===== src/rtl/nonrestoring_divider.sv =====
// Signed non-restoring divider, one quotient bit per cycle; done WIDTH+2 cycles after accept (2 if divisor==0).
// No backpressure: start is taken only in IDLE and ignored while busy; results hold until the next done.
module nonrestoring_divider #(
    parameter int WIDTH = 32
) (
    input  logic             clk,
    input  logic             reset_n,
    input  logic             start,
    input  logic [WIDTH-1:0] dividend,
    input  logic [WIDTH-1:0] divisor,
    output logic             busy,
    output logic             done,
    output logic [WIDTH-1:0] quotient,
    output logic [WIDTH-1:0] remainder,
    output logic             div_by_zero
);
    localparam int CW = $clog2(WIDTH + 1);

    typedef enum logic [1:0] {IDLE, CALC, FIX, DONE} state_t;

    state_t           state_q, state_d;
    logic [CW-1:0]    cnt_q, cnt_d;
    logic [WIDTH:0]   pr_q, pr_d;
    logic [WIDTH-1:0] q_q, q_d;
    logic [WIDTH-1:0] dm_q, dm_d;
    logic             negq_q, negq_d;
    logic             negr_q, negr_d;
    logic             dz_q, dz_d;
    logic             done_q, done_d;
    logic [WIDTH-1:0] quot_q, quot_d;
    logic [WIDTH-1:0] rem_q, rem_d;
    logic             dbz_q, dbz_d;

    logic [WIDTH:0]   pr_sh, pr_step, pr_fix;

    // Partial remainder is WIDTH+1 bits so that |divisor| = 2^(WIDTH-1) cannot overflow.
    assign pr_sh   = {pr_q[WIDTH-1:0], q_q[WIDTH-1]};
    assign pr_step = pr_q[WIDTH] ? (pr_sh + {1'b0, dm_q}) : (pr_sh - {1'b0, dm_q});
    assign pr_fix  = pr_q[WIDTH] ? (pr_q + {1'b0, dm_q}) : pr_q;

    always_comb begin
        state_d = state_q;
        cnt_d   = cnt_q;
        pr_d    = pr_q;
        q_d     = q_q;
        dm_d    = dm_q;
        negq_d  = negq_q;
        negr_d  = negr_q;
        dz_d    = dz_q;
        done_d  = 1'b0;
        quot_d  = quot_q;
        rem_d   = rem_q;
        dbz_d   = dbz_q;
        case (state_q)
            IDLE: begin
                if (start) begin
                    negq_d = dividend[WIDTH-1] ^ divisor[WIDTH-1];
                    negr_d = dividend[WIDTH-1];
                    dm_d   = divisor[WIDTH-1] ? (-divisor) : divisor;
                    cnt_d  = '0;
                    if (divisor == '0) begin
                        // Zero divisor skips the iterations; FIX leaves these results untouched.
                        dz_d    = 1'b1;
                        q_d     = '1;
                        pr_d    = {dividend[WIDTH-1], dividend};
                        state_d = FIX;
                    end else begin
                        dz_d    = 1'b0;
                        q_d     = dividend[WIDTH-1] ? (-dividend) : dividend;
                        pr_d    = '0;
                        state_d = CALC;
                    end
                end
            end
            CALC: begin
                pr_d  = pr_step;
                q_d   = {q_q[WIDTH-2:0], ~pr_step[WIDTH]};
                cnt_d = cnt_q + 1'b1;
                if (cnt_q == CW'(WIDTH - 1)) state_d = FIX;
            end
            FIX: begin
                if (!dz_q) begin
                    q_d  = negq_q ? (-q_q) : q_q;
                    pr_d = negr_q ? (-pr_fix) : pr_fix;
                end
                state_d = DONE;
            end
            DONE: begin
                done_d  = 1'b1;
                quot_d  = q_q;
                rem_d   = pr_q[WIDTH-1:0];
                dbz_d   = dz_q;
                state_d = IDLE;
            end
            default: state_d = IDLE;
        endcase
    end

    always_ff @(posedge clk or negedge reset_n) begin
        if (!reset_n) begin
            state_q <= IDLE;
            cnt_q   <= '0;
            pr_q    <= '0;
            q_q     <= '0;
            dm_q    <= '0;
            negq_q  <= 1'b0;
            negr_q  <= 1'b0;
            dz_q    <= 1'b0;
            done_q  <= 1'b0;
            quot_q  <= '0;
            rem_q   <= '0;
            dbz_q   <= 1'b0;
        end else begin
            state_q <= state_d;
            cnt_q   <= cnt_d;
            pr_q    <= pr_d;
            q_q     <= q_d;
            dm_q    <= dm_d;
            negq_q  <= negq_d;
            negr_q  <= negr_d;
            dz_q    <= dz_d;
            done_q  <= done_d;
            quot_q  <= quot_d;
            rem_q   <= rem_d;
            dbz_q   <= dbz_d;
        end
    end

    assign busy        = (state_q != IDLE);
    assign done        = done_q;
    assign quotient    = quot_q;
    assign remainder   = rem_q;
    assign div_by_zero = dbz_q;
endmodule


===== config.mk =====
export PLATFORM = sky130hd
export DESIGN_NAME = nonrestoring_divider
export DESIGN_NICKNAME = d
export VERILOG_FILES = /design/src/rtl/nonrestoring_divider.sv
export SDC_FILE = /design/constraint.sdc
export NUM_CORES = 1
export LEC_CHECK = 0
export ABC_AREA = 0
export CORE_MARGIN = 2
export CORE_UTILIZATION = 25
export DETAILED_ROUTE_END_ITERATION = 10
export PLACE_DENSITY_LB_ADDON = 0.08
export SLEW_MARGIN = 5
export SYNTH_ARGS = -nofsm -noshare
export SYNTH_HDL_FRONTEND = slang
export SYNTH_SLANG_ARGS = --single-unit

===== constraint.sdc =====
create_clock -name clk -period 6.3 [get_ports clk]
set_input_delay 1.26 -clock clk [delete_from_list [all_inputs] [get_ports clk]]
set_output_delay 1.26 -clock clk [all_outputs]
set_load 0.1 [all_outputs]

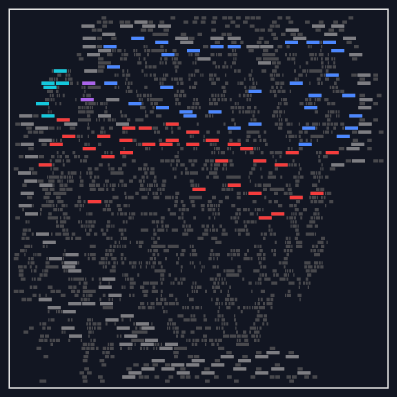
**Above:** where the registers sit.
Scale: 1.5 px per um. Other sequential cells in the stronger grey, the rest of the logic in the fainter grey.
Key: red = `pr_q` [placed flops 33]; cyan = `cnt_q` [placed flops 6, where upper left]; blue = `q_q` [placed flops 32]; purple = `state_q` [placed flops 2]

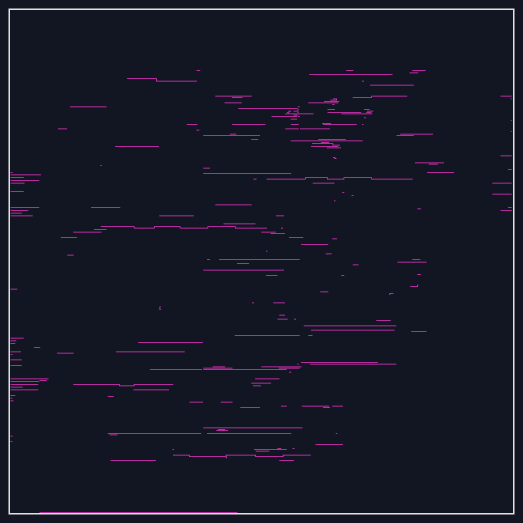
**Above:** the metal 3 layer.
Scale: 2 px per um.
The longest straight run is 98.7 um. The wires run mostly horizontal. The layer holds 3.8% of the routed length. The layer carries 2280 um of wire.

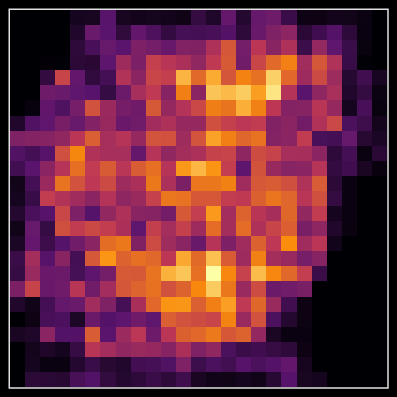
**Above:** signal metal coverage by tile.
Scale: 1.5 px per um. 25 x 25 tiles, from black (low) to pale yellow (high), scaled to the fullest tile. Values are wire area over tile area, all layers added.
13% of the tiles are nearly empty. The mean over all tiles is 0.15. The emptiest ninth of the die: lower right. The densest ninth of the die: centre.

placed cells by master, fill, tap and decap left out, drive strengths merged, types with 36 or more instances in the layout:
master	count
o21ai	165
nor2	120
dfrtp	174
inv	51
o31ai	36
a21oi	136
clkdlybuf4s50	132
ha	74
xor2	109
nor3	56
a21o	36
mux2	75
nand2	222
xnor2	54
synth_stat cells (9+ instances only):
library cell  instances  area [sq um]
nor2_1              120           450
buf_2                 9          45.0
a31o_2               10          87.6
xnor2_1              53           464
dfrtp_1             174          4350
o31ai_1              34           255
inv_1                45           169
a21o_1               36           270
ha_1                 74           926
or4_1                14           105
o41ai_1              13           114
a31oi_1              23           144
nand4_1              18           113
o21ai_1               9          45.0
xor2_1              109           955
nor4_1               18           113
a211oi_1             25           188
nor3_1               56           280
or3_1                27           169
and2_1               13          81.3
and3_1               20           125
nand2b_1             20           125
nor2b_1              14          87.6
nand2_1             222           833
a221oi_1             24           210
clkbuf_1             86           323
mux2i_1              16           160
a21oi_1             133           666
mux2_2               74           833
a32o_1               16           160
nand3_1              31           155
o21a_1               11          82.6
o21ai_0             155           776
registers in the layout, indices dropped and copies added (netlist names), 2 cells and up:
register   cells
quotient      32
remainder     32
pr_q          33
dm_q          32
state_q        2
cnt_q          6
q_q           32
stage by stage:
stage | util [%] | cells | worst slack (ns) | instance area, sq um
floorplan | - | 1857 | 0.480 | 15300
global placement | 28.8 | 2686 | 0.710 | 17400
detailed placement | 28.8 | 2686 | 0.725 | 17400
CTS | 29.8 | 2717 | 1.04 | 18000
global route | 29.8 | 2717 | 0.687 | 18000
finish | 29.8 | 2717 | 0.837 | 18000
layer usage:
layer	track usage [%]	wire length [um]	part of all wire, %	vias up
met2	32.0	28900	48	317
met1	25.6	27600	46	7154
met4	5.51	1170	2.0	0
li1	-	-	-	6982
met3	2.41	2280	3.8	52
met5	0	0	0	-
kinds of logic after synthesis:
| family | after synthesis |
|---|---|
| compound gates | 591 |
| xor+xnor | 163 |
| fa+ha+maj | 76 |
| buf+inv | 157 |
| flops | 174 |
| mux | 91 |
| simple gates | 605 |
worst max-delay path, cell delays in order (launching register included):
cell and delay [ns]:
dfrtp_1 0.50, ha_1 0.47, a21oi_1 0.33, o21ai_0 0.20, a221oi_1 0.65, mux2i_1 0.33
o21ai_0 0.34, nor4_1 0.38, nand4bb_1 0.53, nor4_1 0.72, a41oi_1 0.22, a31oi_1 0.59
worst min-delay path by stage:
stage                   from             to  depth (start not counted)
2_1_floorplan         negq_q         negq_q                          2
3_3_place_gp    quotient[12]   quotient[12]                          1
3_5_place_dp    quotient[27]   quotient[27]                          1
4_1_cts        remainder[14]  remainder[14]                          1
5_1_grt        remainder[17]  remainder[17]                          1
6_report       remainder[17]  remainder[17]                          1
==> changes_impl.md <==
### Implementation results

* Filler Cell Count at between 6000 and 7000
* Core Density at Floorplan at approximately a quarter
* Logic family by area: AND-OR/OR-AND gates
* Rel. slew slack at 29.5%
* Routed length per instance at 22.1 um
* H-Tree Depth at 4
* Flip-flops with a built-in enable at 0
* # Cells Yosys at 1857
* Adder Area Share at 6.31%
* Multi-Input Combinational at around 1500
* Syn Inst Count at 1857
* CTS buffer count at 17
* Min Tclk post-route at 5.46 ns
* Final setup TNS at 0 ns
* Storage element area at approximately 4400 sq um
* Gr usage total at 19.1%
* Logic share of the area at 57.5%
* Fin Hold WS at 0.507 ns
* Final setup violation count at 0
* Fraction of standard cell area that is sequential at between 20% and 30%
* Cts hold-fix bufs at 0
* Final Cycle Share at 86.7%
* Chip Area, Yosys at 15300 sq um
* Die area at about 63000 sq um
* Site row count at 90
* Syn Nets at 2000
* Critical path peak fanout at 10
* Highest clock rate at 0.183 GHz
* Register-to-Register Path Depth at 11
* Clk_buf instances at 19
* Fin. Hold Viols at 0
* Critical Path End Type: flip-flop
* Log Warnings at 31
* Nets@finish at ~2100
* # IOs at 134
* Outcome: completed
* Yosys reg bits at 174
* Port buffer count at 133
* Area Overhead vs Synth at 17.8%
* DP HPWL at 46500 um
* Critical Path RT at 6.62 ns
* Non-clock inverters at between 40 and 50
* Pin count of the biggest net entering global routing at 108
* Area fraction in mux cells at 6.59%
* Logic area at a little over 10000 sq um
* Non-clk bufs at 158
* Worst setup SP type: flip-flop
* CP endpoint: pr_q[32]
* CTS tree: yes
* Mapped cell area at 15300 sq um
* Setup Fix Bufs, Post-CTS at 0
* XOR/XNOR Area Share at 9.37%
* Prevailing post-synth register cell: dfrtp_1
* Number of max-cap violations at 0
* Clock Network Area Fraction at 3.45%
* Die height at 251 um
* Worst EP arrival at roughly 5.8 ns
* Vias in the first global route at 14200
* DRC errors left at 0
* Starting DRC count in detailed routing at 1019
* Tapcells at slightly below 800
* Biggest Area Class: combinational gates
* Pins Over Slew Limit at 0
* Cts repair resizes at 0
* Vias per std cell at 5.34
* Clock tree buffer depth at 2
* DIE WIDTH at between 200 and 300 um
* Ys async rst share at 100%
* Initial antenna violation count at 3
* Post-Route WL at around 60000 um
* RR Endpoint: pr_q[32]
* First-pass GRT wire length at 91300 um
* Syn Area/Cell at 8.24 sq um
* Least-Margin Pin Slew at 1.05 ns
* Synth Area in Simple Gates at roughly a fifth
* Share of layout cells above drive strength 1 at 9.51%
* Worst R2R Setup Slack at 0.84 ns
